Figure 1. Selected gate families.
(6 px per micron)
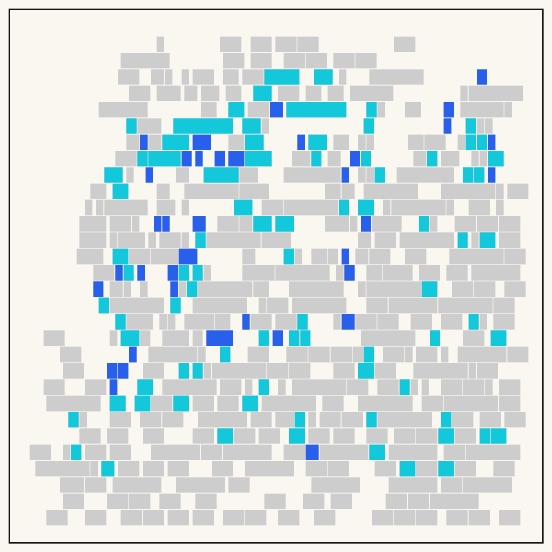
Figure 2. I/O nets highlighted.
(4 px per micron)
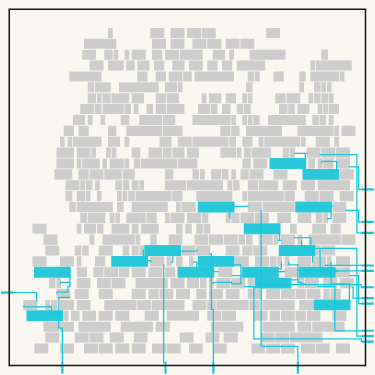
===== config.mk =====
export PLATFORM = sky130hd
export DESIGN_NAME = noc_vc_output_port
export DESIGN_NICKNAME = d
export VERILOG_FILES = /design/src/rtl/noc_vc_output_port_pkg.sv /design/src/rtl/noc_vc_output_port_arbiter.sv /design/src/rtl/noc_vc_output_port.sv
export SDC_FILE = /design/constraint.sdc
export NUM_CORES = 1
export LEC_CHECK = 0
export CORE_MARGIN = 2
export CORE_UTILIZATION = 40
export DETAILED_ROUTE_END_ITERATION = 16
export PLACE_DENSITY = 0.78
export RECOVER_POWER = 25
export SLEW_MARGIN = 0
export SYNTH_ARGS = -nofsm -noshare
export SYNTH_HDL_FRONTEND = slang
export SYNTH_SLANG_ARGS = --single-unit

===== constraint.sdc =====
create_clock -name noc_clk -period 12.12 [get_ports noc_clk]
set_clock_uncertainty 0.1 [all_clocks]
set_input_delay 2.424 -clock noc_clk [delete_from_list [all_inputs] [get_ports noc_clk]]
set_output_delay 2.424 -clock noc_clk [all_outputs]
set_load 0.02 [all_outputs]

===== src/rtl/noc_vc_output_port_pkg.sv =====
// -----------------------------------------------------------------------------
// noc_vc_output_port_pkg
//
// Shared definitions for the router output-port slice:
//   Noc_Flit_Width      default flit width in bits
//   Noc_VC_Channel      default number of virtual channels on a link
//   noc_outport_state_e output-port allocation state (IDLE / LOCKED)
//   noc_idx_w()         index width for an N-entry selection, never below 1
// -----------------------------------------------------------------------------
package noc_vc_output_port_pkg;

  localparam int Noc_Flit_Width = 16;
  localparam int Noc_VC_Channel = 2;

  typedef enum logic {
    IDLE   = 1'b0,
    LOCKED = 1'b1
  } noc_outport_state_e;

  // A one-entry selection still needs a one-bit index so that port and
  // register widths never collapse to zero.
  function automatic int noc_idx_w(input int n);
    return (n > 1) ? $clog2(n) : 1;
  endfunction

endpackage


===== src/rtl/noc_vc_output_port_arbiter.sv =====
// -----------------------------------------------------------------------------
// noc_rr_arbiter
//
// Purely combinational round-robin arbiter. The search starts at i_ptr and
// wraps; the first asserted request found wins.
//
// Parameters:
//   NUM_IN   number of requesters
// Ports:
//   i_req    [NUM_IN-1:0]  request vector
//   i_ptr    [IDX_W-1:0]   highest-priority requester this cycle (< NUM_IN)
//   o_grant  [NUM_IN-1:0]  one-hot winner (zero when no request)
//   o_idx    [IDX_W-1:0]   binary index of the winner
//   o_valid                at least one request present
// -----------------------------------------------------------------------------
module noc_rr_arbiter
  import noc_vc_output_port_pkg::*;
#(
  parameter  int NUM_IN = 5,
  localparam int IDX_W  = noc_idx_w(NUM_IN)
) (
  input  logic [NUM_IN-1:0] i_req,
  input  logic [IDX_W-1:0]  i_ptr,
  output logic [NUM_IN-1:0] o_grant,
  output logic [IDX_W-1:0]  o_idx,
  output logic              o_valid
);

  localparam logic [IDX_W:0] N_EXT = (IDX_W + 1)'(NUM_IN);

  // Rotate the request vector so that bit 0 is the requester at i_ptr; a
  // fixed-priority search on the rotated vector then gives round-robin order.
  logic [NUM_IN-1:0] w_rot;
  logic [NUM_IN:0]   w_seen;
  logic [IDX_W-1:0]  w_off_acc [NUM_IN+1];
  logic [IDX_W:0]    w_sum;

  assign w_rot        = NUM_IN'({i_req, i_req} >> i_ptr);
  assign w_seen[0]    = 1'b0;
  assign w_off_acc[0] = '0;

  // w_seen[gi] says a lower rotated position already requested, so only the
  // first hit contributes its offset to the OR chain.
  for (genvar gi = 0; gi < NUM_IN; gi++) begin : g_search
    logic w_first;
    assign w_first          = w_rot[gi] & ~w_seen[gi];
    assign w_seen[gi+1]     = w_seen[gi] | w_rot[gi];
    assign w_off_acc[gi+1]  = w_off_acc[gi] | ({IDX_W{w_first}} & IDX_W'(gi));
  end

  // Undo the rotation: winner = (ptr + offset) mod NUM_IN.
  assign w_sum   = {1'b0, i_ptr} + {1'b0, w_off_acc[NUM_IN]};
  assign o_idx   = IDX_W'((w_sum >= N_EXT) ? (w_sum - N_EXT) : w_sum);
  assign o_valid = w_seen[NUM_IN];

  for (genvar gi = 0; gi < NUM_IN; gi++) begin : g_onehot
    assign o_grant[gi] = o_valid && (o_idx == IDX_W'(gi));
  end

endmodule


===== src/rtl/noc_vc_output_port.sv =====
// -----------------------------------------------------------------------------
// noc_vc_output_port
//
// Router output stage: NUM_IN inputs compete for one downstream link that
// carries CHANNELS virtual channels with credit-based flow control. A
// round-robin winner locks the link from its head flit to its tail flit
// (wormhole). Accepted flits are registered one cycle before leaving.
//
// Optional build macro:
//   NOC_OUTPORT_CREDIT_CHK_EN  when defined, credit_err becomes a sticky flag
//                              raised by an over-return of credits or by a
//                              head flit appearing inside a packet already in
//                              flight. When undefined, credit_err is tied 0.
//
// Ports:
//   noc_clk, noc_rst       clock (rising edge), asynchronous active-high reset
//   in_req   [NUM_IN]      input i has a head flit for this output
//   in_vc    [NUM_IN*VC_W] downstream VC wanted by input i (slice i)
//   in_valid [NUM_IN]      input i presents a flit
//   in_sop / in_eop        presented flit is head / tail
//   in_flit  [NUM_IN*FLIT_W] flit data (slice i)
//   in_grant [NUM_IN]      one-hot packet owner, zero when idle
//   in_ready [NUM_IN]      flit on input i is accepted this cycle
//   out_valid/out_flit/out_vc  registered flit toward downstream
//   credit_return [CHANNELS]   one pulse per freed downstream slot on VC v
//   credit_avail  [CHANNELS]   VC v has at least one credit
//   credit_err                 sticky credit-protocol error
// -----------------------------------------------------------------------------
module noc_vc_output_port
  import noc_vc_output_port_pkg::*;
#(
  parameter  int NUM_IN       = 5,
  parameter  int CHANNELS     = Noc_VC_Channel,
  parameter  int FLIT_W       = Noc_Flit_Width,
  parameter  int CREDIT_DEPTH = 4,
  localparam int VC_W         = noc_idx_w(CHANNELS)
) (
  input  logic                     noc_clk,
  input  logic                     noc_rst,
  input  logic [NUM_IN-1:0]        in_req,
  input  logic [NUM_IN*VC_W-1:0]   in_vc,
  input  logic [NUM_IN-1:0]        in_valid,
  input  logic [NUM_IN-1:0]        in_sop,
  input  logic [NUM_IN-1:0]        in_eop,
  input  logic [NUM_IN*FLIT_W-1:0] in_flit,
  output logic [NUM_IN-1:0]        in_grant,
  output logic [NUM_IN-1:0]        in_ready,
  output logic                     out_valid,
  output logic [FLIT_W-1:0]        out_flit,
  output logic [VC_W-1:0]          out_vc,
  input  logic [CHANNELS-1:0]      credit_return,
  output logic [CHANNELS-1:0]      credit_avail,
  output logic                     credit_err
);

  localparam int                IDX_W    = noc_idx_w(NUM_IN);
  localparam int                CNT_W    = $clog2(CREDIT_DEPTH + 1);
  localparam int                VC_SPAN  = 1 << VC_W;
  localparam logic [CNT_W-1:0]  CNT_FULL = CNT_W'(CREDIT_DEPTH);

  noc_outport_state_e r_state;
  noc_outport_state_e w_state_next;

  logic [IDX_W-1:0]          r_owner;
  logic [IDX_W-1:0]          r_rr_ptr;
  logic [VC_W-1:0]           r_owner_vc;
  logic                      r_out_valid;
  logic [FLIT_W-1:0]         r_out_flit;
  logic [VC_W-1:0]           r_out_vc;

  logic [VC_W-1:0]           w_vc   [NUM_IN];
  logic [FLIT_W-1:0]         w_flit [NUM_IN];
  logic [NUM_IN-1:0]         w_eligible;
  logic [CHANNELS*CNT_W-1:0] w_credit_flat;
  logic [CHANNELS-1:0]       w_dec;
  logic [VC_SPAN-1:0]        w_credit_ok_ext;
  logic                      w_owner_credit_ok;
  logic                      w_accept;
  logic                      w_release;

  logic [NUM_IN-1:0]         w_arb_grant;
  logic [IDX_W-1:0]          w_arb_idx;
  logic                      w_arb_vld;

  // ---------------------------------------------------------------------------
  // Per-input unpacking and eligibility
  // ---------------------------------------------------------------------------
  for (genvar gi = 0; gi < NUM_IN; gi++) begin : g_input
    assign w_vc[gi]       = in_vc[gi*VC_W +: VC_W];
    assign w_flit[gi]     = in_flit[gi*FLIT_W +: FLIT_W];
    // An input whose target VC has no credit is skipped so that a packet on
    // another VC can take the link instead of blocking behind it.
    assign w_eligible[gi] = in_req[gi] && w_credit_ok_ext[w_vc[gi]];
  end

  // Credit-available table padded to a power of two; VC codes beyond
  // CHANNELS read as "no credit" and can never win.
  for (genvar gi = 0; gi < VC_SPAN; gi++) begin : g_credit_ok
    if (gi < CHANNELS) begin : g_real
      assign w_credit_ok_ext[gi] = (w_credit_flat[gi*CNT_W +: CNT_W] != '0);
    end else begin : g_pad
      assign w_credit_ok_ext[gi] = 1'b0;
    end
  end

  assign credit_avail      = w_credit_ok_ext[CHANNELS-1:0];
  assign w_owner_credit_ok = w_credit_ok_ext[r_owner_vc];

  noc_rr_arbiter #(
    .NUM_IN (NUM_IN)
  ) u_arb (
    .i_req   (w_eligible),
    .i_ptr   (r_rr_ptr),
    .o_grant (w_arb_grant),
    .o_idx   (w_arb_idx),
    .o_valid (w_arb_vld)
  );

  // ---------------------------------------------------------------------------
  // Allocation FSM
  // ---------------------------------------------------------------------------
  always_ff @(posedge noc_clk or posedge noc_rst) begin
    if (noc_rst) begin
      r_state <= IDLE;
    end else begin
      r_state <= w_state_next;
    end
  end

  always_comb begin
    w_state_next = r_state;
    in_grant     = '0;
    in_ready     = '0;
    w_accept     = 1'b0;
    w_release    = 1'b0;
    case (r_state)
      IDLE: begin
        if (w_arb_vld) begin
          w_state_next = LOCKED;
        end
      end
      LOCKED: begin
        // Only the tail flit ends ownership; in_req and in_sop of the owner
        // are ignored while locked.
        in_grant[r_owner] = 1'b1;
        if (in_valid[r_owner] && w_owner_credit_ok) begin
          in_ready[r_owner] = 1'b1;
          w_accept          = 1'b1;
          if (in_eop[r_owner]) begin
            w_release    = 1'b1;
            w_state_next = IDLE;
          end
        end
      end
      default: w_state_next = IDLE;
    endcase
  end

  // Owner capture and round-robin pointer advance
  always_ff @(posedge noc_clk or posedge noc_rst) begin
    if (noc_rst) begin
      r_owner    <= '0;
      r_owner_vc <= '0;
      r_rr_ptr   <= '0;
    end else begin
      if (r_state == IDLE && w_arb_vld) begin
        r_owner    <= w_arb_idx;
        r_owner_vc <= w_vc[w_arb_idx];
      end
      if (w_release) begin
        r_rr_ptr <= (r_owner == IDX_W'(NUM_IN - 1)) ? '0 : r_owner + 1'b1;
      end
    end
  end

  // Output flit register; the downstream never stalls, so every accepted
  // flit is presented for exactly one cycle.
  always_ff @(posedge noc_clk or posedge noc_rst) begin
    if (noc_rst) begin
      r_out_valid <= 1'b0;
      r_out_flit  <= '0;
      r_out_vc    <= '0;
    end else begin
      r_out_valid <= w_accept;
      if (w_accept) begin
        r_out_flit <= w_flit[r_owner];
        r_out_vc   <= r_owner_vc;
      end
    end
  end

  assign out_valid = r_out_valid;
  assign out_flit  = r_out_flit;
  assign out_vc    = r_out_vc;

  // ---------------------------------------------------------------------------
  // Per-VC credit counters
  // ---------------------------------------------------------------------------
  for (genvar gi = 0; gi < CHANNELS; gi++) begin : g_credit
    logic [CNT_W-1:0] r_cnt;

    assign w_dec[gi] = w_accept && (r_owner_vc == VC_W'(gi));

    // A spend and a return in the same cycle cancel; a return into a full
    // counter is dropped rather than wrapping.
    always_ff @(posedge noc_clk or posedge noc_rst) begin
      if (noc_rst) begin
        r_cnt <= CNT_FULL;
      end else if (w_dec[gi] && !credit_return[gi]) begin
        r_cnt <= r_cnt - 1'b1;
      end else if (!w_dec[gi] && credit_return[gi] && (r_cnt != CNT_FULL)) begin
        r_cnt <= r_cnt + 1'b1;
      end
    end

    assign w_credit_flat[gi*CNT_W +: CNT_W] = r_cnt;
  end

  // ---------------------------------------------------------------------------
  // Credit-protocol checker
  // ---------------------------------------------------------------------------
`ifdef NOC_OUTPORT_CREDIT_CHK_EN
  logic                r_credit_err;
  logic                r_pkt_started;
  logic [CHANNELS-1:0] w_over_return;
  logic                w_sop_violation;
  logic                w_unused;

  for (genvar gi = 0; gi < CHANNELS; gi++) begin : g_over
    assign w_over_return[gi] = credit_return[gi] && !w_dec[gi] &&
                               (w_credit_flat[gi*CNT_W +: CNT_W] == CNT_FULL);
  end

  // A head flit is legal only as the first flit of the locked packet.
  assign w_sop_violation = (r_state == LOCKED) && r_pkt_started &&
                           in_valid[r_owner] && in_sop[r_owner];

  always_ff @(posedge noc_clk or posedge noc_rst) begin
    if (noc_rst) begin
      r_credit_err  <= 1'b0;
      r_pkt_started <= 1'b0;
    end else begin
      if ((|w_over_return) || w_sop_violation) begin
        r_credit_err <= 1'b1;
      end
      if (w_release) begin
        r_pkt_started <= 1'b0;
      end else if (w_accept) begin
        r_pkt_started <= 1'b1;
      end
    end
  end

  assign credit_err = r_credit_err;
  assign w_unused   = ^w_arb_grant;
`else
  logic w_unused;

  assign credit_err = 1'b0;
  assign w_unused   = ^{w_arb_grant, in_sop};
`endif

endmodule


==> notes.md <==
Flow results follow.

The run finished, with violations left. The final reports fail on max-capacitance violations, max-slew violations. The type of the tightest min-delay check is reg -> reg. The final number of setup-violating endpoints is 0.

The share of the Yosys chip area taken by registers is 0.2800. The share of the core area taken by cells at floorplan is 0.4177. The estimated wirelength of the detail-placed design is 7.419 mm.

The report lists the cells along the critical path as clkdlybuf4s50_1 -> nor4_1 -> a2111oi_0 -> mux4_2 -> nand2b_1 -> a221oi_1 -> a21o_1 -> ha_1 -> inv_1 -> fa_1 -> ha_1 -> nand2b_1 -> a221o_1 -> a221o_1 -> mux2i_1 -> mux2i_1 -> o221ai_1 -> a2bb2oi_1. The total of flip-flops plus latches after synthesis is 32. The number of sinks driven by the clock tree is 32. After routing the design area is around 4400 sq um. The area of the chip is between 7000 and 8000 sq um. The timing report notes that buffer and inverter cells on the critical path total 2. The required arrival time at the worst endpoint is ~12 ns. The detailed router's first-iteration violation count is between 150 and 200. The script logs the ratio of routed vias to standard cells as between 5 and 6.

The chip area line of the yosys report is roughly 2900 sq um. The startpoint identified for the worst register-to-register timing path is g_credit[1].r_cnt[2]. Per the skew report, the later register of the worst-skew pair sees a clock latency of ~0.28 ns. Across the run, the number of max-cap violations was 1. between 100 and 150 I/O pins were placed. Before CTS, the worst setup slack after placement is 4.115 ns. Post-CTS repair ended up resizing 0 cells.

Yosys attributes the largest share of cell area to sky130_fd_sc_hd__dfrtp_1 26%, sky130_fd_sc_hd__mux4_2 14%, sky130_fd_sc_hd__o21ai_0 5.4%. The largest total area in the synthesized netlist belongs to sky130_fd_sc_hd__dfrtp_1. Checking max transition, the worst relative margin is -0.1935. Global routing finished with a remaining overflow of 0. The net count of the mapped netlist is 427.

The number of antenna violations at the first check in global routing is 0. Per the synthesis report, the XOR/XNOR share of the synthesized area is 0.003053. The minimum hold slack is roughly 0.38 ns. The part of the total power dissipated in combinational logic is 0.730. Endpoints failing hold in the final report were tallied at 0.

The number of flip-flops in the largest register is 16. The capture point of the worst reg-to-reg path is r_owner_vc. The number of nets in the finished design is about 550. OpenROAD emitted warnings numbering 33. The area of the core region is 6869 sq um. The worst register-to-register path has a depth of 18. The aggregate negative setup slack is 0 ns.

The netlist area before placement is 2869 sq um. The static leakage is 1.745 nW. The clock tree synthesis step divided the H-tree into 2 levels.

Cell internal power was estimated by the tool at approximately 600 uW. Setup repair after global routing left no endpoint under its margin. The total DRC errors in the routed layout is 0. Per the post-CTS timing run, clock transition at the registers of the reported paths is approximately 0.08 ns.

The final max-slew violation count is 33. In this run, synthesis inferred 0 flip-flops with an integrated enable.
Notes on Figure 1 above:
Blue shows nor cells, cells 37. Cyan shows aoi and oai cells, cells 82.

Notes on Figure 2 above:
Cyan shows out_flit, bits 16, direction output, edge 11 right, 4 bottom, 1 left, end cells 16, wire 496 microns.

-- metal layers --
| metal | up-vias | wire length (microns) | global-route usage |
|---|---|---|---|
| met5 | - | 0 | 0 |
| met4 | 0 | 147 | 0.07300 |
| met3 | 13 | 509 | 0.05037 |
| met2 | 86 | 4942 | 0.4505 |
| met1 | 1421 | 3751 | 0.2927 |
| li1 | 1416 | - | - |
-- layout make-up --
cell class,count,area (sq um)
multi-input combinational,231,1874
tap,96,120.1
timing repair buffer,140,1380
inverter,23,86.33
clock inverter,3,18.77
clock buffer,5,68.82
fill,591,2517
sequential,32,803.3
-- power by group through the flow --
| stage | clock network (mW) | logic, mW | registers [mW] |
|---|---|---|---|
| 3_5_place_dp | 0 | 0.857 | 0.237 |
| 4_1_cts | 0.0862 | 0.861 | 0.234 |
| 6_report | 0.0835 | 0.861 | 0.235 |
| 3_3_place_gp | 0 | 0.830 | 0.234 |
| 5_1_grt | 0.0902 | 0.950 | 0.246 |
| 2_1_floorplan | 0 | 0.613 | 0.230 |
-- cells in the final DEF (no fill, tap or decap), types with 5 or more instances in the layout --
cell                              count
sky130_fd_sc_hd__clkdlybuf4s50_1    132
sky130_fd_sc_hd__nand2_1             34
sky130_fd_sc_hd__o21ai_0             31
sky130_fd_sc_hd__dfrtp_1             30
sky130_fd_sc_hd__inv_1               22
sky130_fd_sc_hd__mux4_2              18
sky130_fd_sc_hd__nor2_1              17
sky130_fd_sc_hd__a22oi_1             16
sky130_fd_sc_hd__nor3_1              12
sky130_fd_sc_hd__a21oi_1             12
sky130_fd_sc_hd__mux2i_1              9
sky130_fd_sc_hd__ha_1                 7
sky130_fd_sc_hd__nand2b_1             6
sky130_fd_sc_hd__buf_4                6
sky130_fd_sc_hd__a211oi_1             5
sky130_fd_sc_hd__clkbuf_8             5
Power figures rest on the tool's default switching activity, not on a simulated workload.
